### src/rtl/fifo_ptr_ctrl_if.sv
// rtl/fifo_ptr_ctrl_if.sv - push/pop request and pointer/status bundle for fifo_ptr_ctrl
interface fifo_ptr_ctrl_if #(
    parameter int DEPTH_BIT = 4
);
    logic                 i_wr_req;
    logic                 i_rd_req;
    logic                 i_flush;
    logic                 o_wr_en;
    logic                 o_rd_en;
    logic [DEPTH_BIT-1:0] o_addrw;
    logic [DEPTH_BIT-1:0] o_addrr;
    logic [DEPTH_BIT-1:0] o_count;
    logic                 o_ovf;
    logic                 o_udf;

    modport master (
        output i_wr_req, i_rd_req, i_flush,
        input  o_wr_en, o_rd_en, o_addrw, o_addrr, o_count, o_ovf, o_udf
    );

    modport slave (
        input  i_wr_req, i_rd_req, i_flush,
        output o_wr_en, o_rd_en, o_addrw, o_addrr, o_count, o_ovf, o_udf
    );
endinterface

### src/rtl/fifo_ptr_ctrl.sv
// rtl/fifo_ptr_ctrl.sv - FIFO write/read pointer generator with occupancy FSM and sticky ovf/udf
module fifo_ptr_ctrl #(
    parameter int DEPTH_BIT = 4,
    parameter int DEPTH_MAX = 15
) (
    input  logic           i_clk,
    input  logic           i_rest,
    fifo_ptr_ctrl_if.slave bus
);
    typedef enum logic [1:0] {S_EMPTY, S_PART, S_FULL, S_FLUSH} state_t;

    localparam logic [DEPTH_BIT-1:0] CNT_MAX = DEPTH_BIT'(DEPTH_MAX);

    state_t               state, state_nxt;
    logic [DEPTH_BIT-1:0] addrw, addrw_nxt;
    logic [DEPTH_BIT-1:0] addrr, addrr_nxt;
    logic [DEPTH_BIT-1:0] count, count_nxt;
    logic                 ovf, ovf_nxt;
    logic                 udf, udf_nxt;
    logic                 wr_en, rd_en;

    always_ff @(posedge i_clk or negedge i_rest) begin
        if (!i_rest) begin
            state <= S_EMPTY;
            addrw <= '0;
            addrr <= '0;
            count <= '0;
            ovf   <= 1'b0;
            udf   <= 1'b0;
        end else begin
            state <= state_nxt;
            addrw <= addrw_nxt;
            addrr <= addrr_nxt;
            count <= count_nxt;
            ovf   <= ovf_nxt;
            udf   <= udf_nxt;
        end
    end

    // Gating uses only local state; downstream full/empty flags lag by a cycle.
    always_comb begin
        wr_en     = i_rest & bus.i_wr_req & (state != S_FULL)  & (state != S_FLUSH) & ~bus.i_flush;
        rd_en     = i_rest & bus.i_rd_req & (state != S_EMPTY) & (state != S_FLUSH) & ~bus.i_flush;
        state_nxt = state;
        addrw_nxt = addrw;
        addrr_nxt = addrr;
        count_nxt = count;
        ovf_nxt   = ovf;
        udf_nxt   = udf;
        if (bus.i_flush) begin
            state_nxt = S_FLUSH;
            addrw_nxt = '0;
            addrr_nxt = '0;
            count_nxt = '0;
            ovf_nxt   = 1'b0;
            udf_nxt   = 1'b0;
        end else if (state == S_FLUSH) begin
            state_nxt = S_EMPTY;
        end else begin
            addrw_nxt = addrw + DEPTH_BIT'(wr_en);
            addrr_nxt = addrr + DEPTH_BIT'(rd_en);
            count_nxt = count + DEPTH_BIT'(wr_en) - DEPTH_BIT'(rd_en);
            ovf_nxt   = ovf | (bus.i_wr_req & (state == S_FULL));
            udf_nxt   = udf | (bus.i_rd_req & (state == S_EMPTY));
            if (count_nxt == '0)
                state_nxt = S_EMPTY;
            else if (count_nxt == CNT_MAX)
                state_nxt = S_FULL;
            else
                state_nxt = S_PART;
        end
    end

    assign bus.o_wr_en = wr_en;
    assign bus.o_rd_en = rd_en;
    assign bus.o_addrw = addrw;
    assign bus.o_addrr = addrr;
    assign bus.o_count = count;
    assign bus.o_ovf   = ovf;
    assign bus.o_udf   = udf;
endmodule

### src/flat_wrapper.sv
// flat-port wrapper written by rule: the top's interface ports become plain ports
module fifo_ptr_ctrl_flat 
#(
    parameter int DEPTH_BIT = 4,
    parameter int DEPTH_MAX = 15
)
  (i_clk, i_rest, bus_i_wr_req, bus_i_rd_req, bus_i_flush, bus_o_wr_en, bus_o_rd_en, bus_o_addrw, bus_o_addrr, bus_o_count, bus_o_ovf, bus_o_udf);
  fifo_ptr_ctrl_if #(.DEPTH_BIT(DEPTH_BIT)) bus_i ();
  input  logic i_clk;
  input  logic i_rest;
  input wire logic [$bits(bus_i.i_wr_req)-1:0] bus_i_wr_req;
  input wire logic [$bits(bus_i.i_rd_req)-1:0] bus_i_rd_req;
  input wire logic [$bits(bus_i.i_flush)-1:0] bus_i_flush;
  output wire logic [$bits(bus_i.o_wr_en)-1:0] bus_o_wr_en;
  output wire logic [$bits(bus_i.o_rd_en)-1:0] bus_o_rd_en;
  output wire logic [$bits(bus_i.o_addrw)-1:0] bus_o_addrw;
  output wire logic [$bits(bus_i.o_addrr)-1:0] bus_o_addrr;
  output wire logic [$bits(bus_i.o_count)-1:0] bus_o_count;
  output wire logic [$bits(bus_i.o_ovf)-1:0] bus_o_ovf;
  output wire logic [$bits(bus_i.o_udf)-1:0] bus_o_udf;
  assign bus_i.i_wr_req = bus_i_wr_req;
  assign bus_i.i_rd_req = bus_i_rd_req;
  assign bus_i.i_flush = bus_i_flush;
  assign bus_o_wr_en = bus_i.o_wr_en;
  assign bus_o_rd_en = bus_i.o_rd_en;
  assign bus_o_addrw = bus_i.o_addrw;
  assign bus_o_addrr = bus_i.o_addrr;
  assign bus_o_count = bus_i.o_count;
  assign bus_o_ovf = bus_i.o_ovf;
  assign bus_o_udf = bus_i.o_udf;
  fifo_ptr_ctrl #(.DEPTH_BIT(DEPTH_BIT), .DEPTH_MAX(DEPTH_MAX)) u_core (.i_clk(i_clk), .i_rest(i_rest), .bus(bus_i));
endmodule
### config.mk
export PLATFORM = sky130hd
export DESIGN_NAME = fifo_ptr_ctrl_flat
export DESIGN_NICKNAME = d
export VERILOG_FILES = /design/src/rtl/fifo_ptr_ctrl_if.sv /design/src/rtl/fifo_ptr_ctrl.sv /design/src/flat_wrapper.sv
export SDC_FILE = /design/constraint.sdc
export NUM_CORES = 1
export LEC_CHECK = 0
export CORE_MARGIN = 3
export CORE_UTILIZATION = 43
export CTS_BUF_LIST = sky130_fd_sc_hd__clkbuf_16
export DETAILED_ROUTE_END_ITERATION = 8
export GPL_TIMING_DRIVEN = 1
export MAX_ROUTING_LAYER = met4
export PLACE_DENSITY = 0.83
export SYNTH_ARGS = -nofsm -noshare
export SYNTH_HDL_FRONTEND = slang
export SYNTH_SLANG_ARGS = --single-unit
### constraint.sdc
create_clock -name i_clk -period 2.3 [get_ports i_clk]
set_input_delay 0.23 -clock i_clk [delete_from_list [all_inputs] [get_ports i_clk]]
set_output_delay 0.23 -clock i_clk [all_outputs]
set_load 0.005 [all_outputs]
Fig. 1: run 1, metal 2
Scale: 8 px per um. Cells faint in the background.
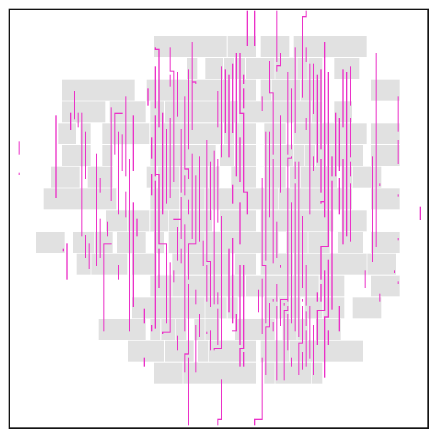
main direction: vertical
wire length on this layer: 1,290 um
longest straight run: 24.1 um
share of all routed wire: 54%
nets with wire on the layer: 130
met2 GRT Util: 0.364
detailed-route via count: 819
Routed WL: 2400 um

Fig. 2: run 1, ports around the boundary
Scale: 10 px per um. Pins as bars across the die edge, other pins in gray.
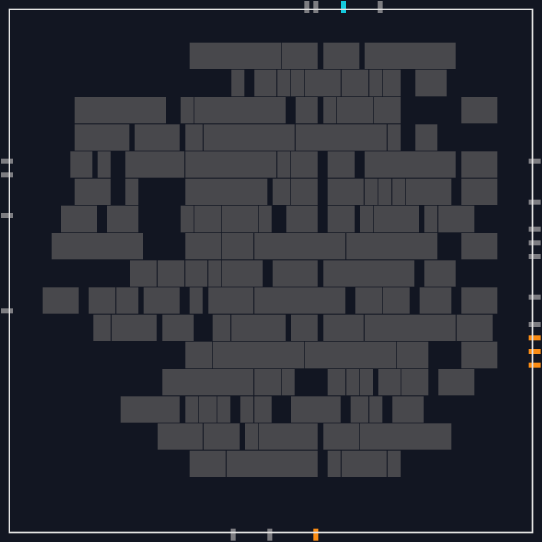
| color | port | pins | direction | edge |
|---|---|---|---|---|
| orange | bus_o_addrw | 4 | output | 3 east, 1 south |
| cyan | bus_o_udf | 1 | output | north |
die height: 52.2 um
Port Buffers: 20
Chip Width: 52.2 um

==> summary.txt, run 1 <==
Status - finished with violations
Failing checks - negative setup slack
RePlAce Congestion - 0.825
Clock Sinks - 16
Unrepaired setup endpoints after global routing - yes
Relative slew slack - 0.669
Fmax - 410 MHz
Mean Syn Cell Area - 9.65 um^2
Yosys warns - 0
Post-Syn Area - 917 um^2
Final number of setup-violating endpoints - 2
Syn-to-layout area delta - 49.8%
Reg clk slew, reported paths - 0.05 ns
Postcts setup bufs - 2
Number of violations reported at the end of detailed-routing iteration 0 - 6
Most common cell in the netlist - dfrtp_1
Number of global-route vias before repair - 853
Switching portion of total power - 0.311
Chip area - 0.00272 mm^2
# hold bufs at CTS - 0
Setup TNS - -0.193 ns
Cts bufs inserted - 3
Worst Path Max Fanout - 3
Mapped Cells - 95
CTS tree - yes
Layout cells sized above 1 - 0.248
Skew final - 0.00135 ns
Number of diodes - 0
Minimum clock period after layout - 2.44 ns
Post-synth EDFFs - 0
Final nets - 143
DR pass1 iterations - 4
Via/cell ratio - 5.25
Max-cap violations - 0
Placement Setup Slack - -0.305 ns
Total congestion overflow - 0
Worst-margin pin slew - 0.495 ns
Worst setup margin - -0.138 ns
CTS root buffer - clkbuf_16
Crit path DRT - 2.42 ns
Drt wl/cell - 15.4 um
Comb power frac - 0.396
Post-CTS Resized - 2
Flop pwr share - 0.302
Synth top area share - 0.437
Combinational Area - 546 um^2
Net switching power - 0.000353 W
Asr flop ratio synth - 1.00
First-pass GRT wire length - 3970 um
Largest net degree at the start of global routing - 14
Top cells by area, synth - dfrtp_1 (44%), ha_1 (9.5%), xor2_1 (6.7%)
Yosys stat chip area - 917 um^2
DP HPWL - 1550 um
Fig. 3: run 1, PDN straps and rails
Scale: 10 px per um. Pins as bars on the die edge. Tap cells in gray.
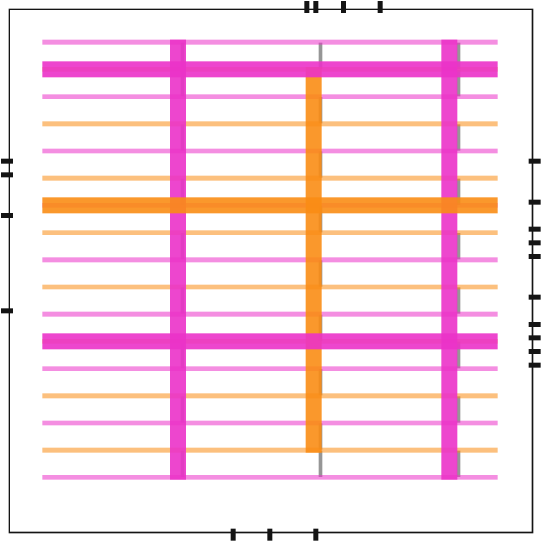
| color | net |
|---|---|
| magenta | VSS |
| orange | VDD |
met4 straps: 3
tap cells: 27
core area: 0.00198 mm^2
worst vdd rail ir drop: 0.535 mV

## run 1: registers in the layout, summed over array words and instances (netlist names)
signal / count
u_core.bus.o_addrr: 4
u_core.bus.o_ovf: 1
u_core.bus.o_addrw: 4
u_core.bus.o_udf: 1
u_core.bus.o_count: 4
u_core.state: 2
## run 1: power groups by stage
stage	Combinational [W]	Clock, W	Sequential (W)
final	0.000450	0.000343	0.000344
after global routing	0.000490	0.000356	0.000350
after CTS	0.000394	0.000342	0.000344
after detailed placement	0.000384	0	0.000348
after global placement	0.000368	0	0.000345
after floorplan	0.000238	0	0.000350
## run 1: layout make-up
type / count / share of cell area
flip-flops and latches: 16 / 0.291
repair buffers: 34 / 0.221
multi-input cells: 72 / 0.397
well taps: 27 / 0.0246
clock buffers: 3 / 0.0546
inverters: 3 / 0.00820
clock inverters: 1 / 0.00273
## run 1: path summary, 6_finish.rpt
kind | startpoint | end | slack (ns) | depth (start not counted)
worst max-delay path | u_core.state[0] | u_core.state[0] | -0.14 | 8
worst min-delay path | i_rest | u_core.bus.o_count[3] | 0.39 | 2
worst max register to register | u_core.state[0] | u_core.state[0] | -0.14 | 8
worst min register to register | u_core.bus.o_ovf | u_core.bus.o_ovf | 0.51 | 2
max in group asynchronous | i_rest | u_core.bus.o_ovf | 1.70 | 2
min in group i_clk | u_core.bus.o_ovf | u_core.bus.o_ovf | 0.51 | 2
## run 1: routing by layer
layer  part of all wire  GRT usage
met3              0.038     0.0342
met1               0.41      0.236
met2               0.54      0.364
met4              0.013     0.0638
met5                  0          -
## run 1: cell usage in the layout (no fill, tap or decap), drive strengths merged
| cell type | instances |
|---|---|
| nor2b | 1 |
| xnor2 | 2 |
| and3 | 1 |
| and4bb | 1 |
| nand4 | 2 |
| nor2 | 10 |
| nand3 | 1 |
| clkinv | 1 |
| fa | 1 |
| a31oi | 1 |
| mux2 | 1 |
| xor2 | 7 |
| o21a | 1 |
| mux2i | 1 |
| clkbuf | 3 |
| a21oi | 11 |
| nand2b | 1 |
| a211oi | 1 |
| and4b | 2 |
| and2 | 3 |
| inv | 3 |
| clkdlybuf4s50 | 19 |
| buf | 14 |
| a41o | 1 |
| ha | 7 |
| or3 | 1 |
| nand2 | 15 |
| dlygate4sd2 | 1 |
| dfrtp | 16 |
## run 1: cells by family after synthesis
| family | share of synthesized area |
|---|---|
| compound gates | 0.0941 |
| xor+xnor | 0.0860 |
| fa+ha+maj | 0.117 |
| buf+inv | 0.0314 |
| flops | 0.437 |
| mux | 0.0273 |
| simple gates | 0.207 |
## run 1: worst max-delay path, cell delays in order, from the launching register on
cell     delay, ns
dfrtp_1       0.39
xor2_1        0.20
and4b_2       0.30
xor2_2        0.16
ha_2          0.22
fa_2          0.45
or3_4         0.40
a21oi_2       0.12
mux2i_1       0.09
## run 1: stage by stage
| stage | utilization | instances | total power, W |
|---|---|---|---|
| 3_3_place_gp | 0.616 | 148 | 0.000713 |
| 6_report | 0.693 | 156 | 0.00114 |
| 3_5_place_dp | 0.616 | 148 | 0.000732 |
| 5_1_grt | 0.693 | 156 | 0.00120 |
| 4_1_cts | 0.667 | 154 | 0.00108 |
| 2_1_floorplan | - | 95 | 0.000588 |
==> run 1 -> run 2 <==
--- a/config.mk
+++ b/config.mk
@@ -6,12 +6,13 @@
 export NUM_CORES = 1
 export LEC_CHECK = 0
 export CORE_MARGIN = 3
-export CORE_UTILIZATION = 43
+export CORE_UTILIZATION = 40
 export CTS_BUF_LIST = sky130_fd_sc_hd__clkbuf_16
 export DETAILED_ROUTE_END_ITERATION = 8
 export GPL_TIMING_DRIVEN = 1
 export MAX_ROUTING_LAYER = met4
-export PLACE_DENSITY = 0.83
+export PLACE_DENSITY = 0.79
 export SYNTH_ARGS = -nofsm -noshare
 export SYNTH_HDL_FRONTEND = slang
 export SYNTH_SLANG_ARGS = --single-unit
+export TNS_END_PERCENT = 20
Fig. 4: run 2, cell placement
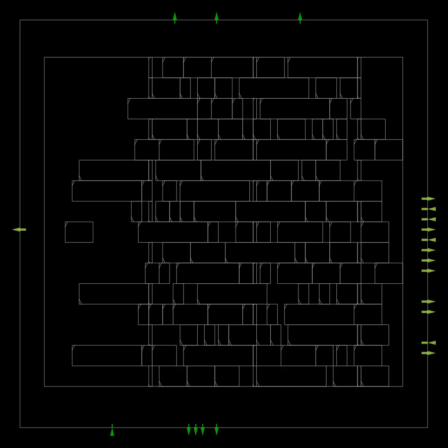
cell row count: 16
Layout Utilization: 0.640
fillcell total: 151
Finished Layout Cells: 151

Fig. 5: run 2, PDN straps and rails
Scale: 10 px per um. Pins as bars on the die edge. Tap cells in gray.
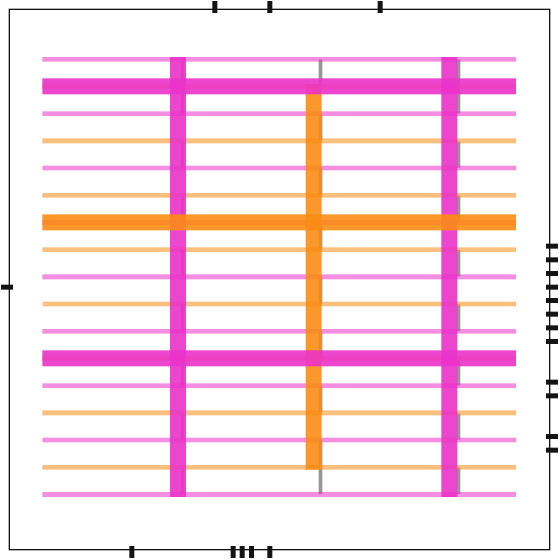
| color | net |
|---|---|
| magenta | VSS |
| orange | VDD |
tap cells: 27
signal pins: 21
met4 straps: 3
core area: 0.00206 mm^2
die height: 53.9 um

==> run 2 against run 1 <==
  * The flow still finishes with violations (negative setup slack)
  * Area after synthesis unchanged
  * Power decreased by 5.0%
  * Sequential cell count did not move
  * Die size is 6.6% higher
  * Final cell count shrank 3.2%
  * Register-to-register slack gained 0.05 ns
  * Cell area is 4.0% lower
  * Highest routed layer unchanged
==> summary.txt, run 2 <==
Status - finished with violations
Failing checks - negative setup slack
Worst path cell trace - xor2_1, and4b_2, xor2_2, ha_2, fa_2, or3_1, a21oi_2, mux2i_1
Dpl cells - 148 (unchanged)
Relative slew slack - 0.688 (+0.0183)
Buf+Inv Stages, Crit Path - 0 (unchanged)
Top cells by area, synth - dfrtp_1 (44%), ha_1 (9.5%), xor2_1 (6.7%)
First-pass GRT wire length - 3430 um (-14%)
Switching portion of total power - 0.304 (-0.00690)
Worst setup margin - -0.0856 ns (+0.0528 ns)
Flop area - 400 um^2
Syn-to-layout area delta - 43.8%
Most common cell in the netlist - dfrtp_1
Total congestion overflow - 0 (unchanged)
CTS root buffer - clkbuf_16
Largest net degree at the start of global routing - 17 (+3)
Asr flop ratio synth - 1.00 (unchanged)
Yosys stat chip area - 917 um^2 (unchanged)
Chip Width - 53.9 um (+3.3%)
Post-Syn Area - 917 um^2 (unchanged)
Flop pwr share - 0.320 (+0.018)
Worst vdd rail ir drop - 0.488 mV (-8.8%)
Post-synth EDFFs - 0 (unchanged)
DP HPWL - 1560 um (+0.85%)
Combinational Area - 524 um^2 (-3.9%)
Max-cap violations - 0 (unchanged)
Synth top area share - 0.437 (unchanged)
Chip area - 0.00290 mm^2 (+6.6%)
RePlAce Congestion - 0.729 (-12%)
Number of global-route vias before repair - 767 (-10%)
Unrepaired setup endpoints after global routing - yes
Minimum clock period after layout - 2.39 ns (-0.0528 ns)
Cts bufs inserted - 3 (unchanged)
Layout cells sized above 1 - 0.194 (-0.0545)
Clock Sinks - 16 (unchanged)
Most frequent logic cells in the routed design - clkdlybuf4s50_1 (19), dfrtp_1 (16), nand2_1 (15)
Fmax - 419 MHz (+2.2%)
Worst-margin pin slew - 0.468 ns (-0.0274 ns)
Mean Syn Cell Area - 9.65 um^2 (unchanged)
Mapped Cells - 95 (unchanged)
CTS tree - yes
Via/cell ratio - 5.28 (+0.54%)
CP max stage cell - fa_2
Crit path DRT - 2.41 ns (about the same)
Final number of setup-violating endpoints - 1 (-1)
Final nets - 139 (-2.8%)
Detailed-route via count - 797 (-2.7%)
DP Area - 0.00122 mm^2
Routed WL - 2220 um (-7.5%)
Net switching power - 0.000328 W (-7.1%)
Worst Path Max Fanout - 3 (unchanged)
Comb power frac - 0.378 (-0.018)
DR pass1 iterations - 4 (unchanged)
Number of diodes - 0 (unchanged)
Dominant logic cell type in the layout - clkdlybuf4s50_1
# hold bufs at CTS - 0 (unchanged)
Reg clk slew, reported paths - 0.04 ns (about the same)
[run 2: cell counts after synthesis]
No cell type changed its count.
[run 2: cell type report]
| cell class | count | area share |
|---|---|---|
| multi-input combinational | 72 | 0.398 |
| sequential | 16 | 0.304 |
| timing repair buffer | 30 | 0.208 |
| clock buffer | 3 | 0.0569 |
| tap | 27 | 0.0256 |
| inverter | 3 | 0.00854 |
[run 2: stage by stage]
step	setup TNS, ns	hold WS, ns	power, W	setup slack, ns
final	-0.0856	0.323	0.00108	-0.0856
after global routing	-0.269	0.336	0.00114	-0.239
after CTS	-0.105	0.327	0.00107	-0.105
after detailed placement	-0.756	0.508	0.000727	-0.291
after global placement	-0.574	0.478	0.000717	-0.243
after floorplan	0	-0.0656	0.000588	0.00652
[run 2: repair_timing]
item,4_1_cts,5_1_grt
pin swaps,0,4
gates resized,1,4
setup endpoints to repair,2,4
buffers inserted,0,0
[run 2: final timing paths]
path,start,end,cells past startpoint
max,u_core.state[1],u_core.state[0],8
min,i_rest,u_core.bus.o_ovf,2
max reg2reg,u_core.state[1],u_core.state[0],8
min reg2reg,u_core.bus.o_ovf,u_core.bus.o_ovf,2
max in group asynchronous,i_rest,u_core.bus.o_count[2],2
min in group i_clk,u_core.bus.o_ovf,u_core.bus.o_ovf,2
[run 2: kinds of logic after synthesis]
logic type / count (synthesis) / synth area share
AND-OR/OR-AND: 15 / 0.0941
AND/OR/NAND/NOR: 38 / 0.207
multiplexers: 2 / 0.0273
adder cells (fa/ha/maj): 8 / 0.117
buffers and inverters: 7 / 0.0314
XOR/XNOR: 9 / 0.0860
flip-flops: 16 / 0.437
[run 2: power groups by stage]
stage / Combinational, W / Clock [W] / Sequential, W
5_1_grt: 0.000446 / 0.000348 / 0.000349
3_3_place_gp: 0.000372 / 0 / 0.000345
6_report: 0.000408 / 0.000326 / 0.000345
2_1_floorplan: 0.000238 / 0 / 0.000350
3_5_place_dp: 0.000379 / 0 / 0.000348
4_1_cts: 0.000392 / 0.000334 / 0.000343
[run 2: worst reg2reg max path, stage by stage, from the launching register on]
cell and delay (ns):
dfrtp_1 0.39, xor2_1 0.16, and4b_2 0.30, xor2_2 0.14
ha_2 0.21, fa_2 0.45, or3_1 0.40, a21oi_2 0.12
mux2i_1 0.08
[run 2: per-layer routing]
metal / routed length [um] / track usage
met5: 0 / -
met4: 29 / 0.0936
met3: 130 / 0.0332
met2: 1150 / 0.288
met1: 903 / 0.198
Power figures rest on the tool's default switching activity, not on a simulated workload.
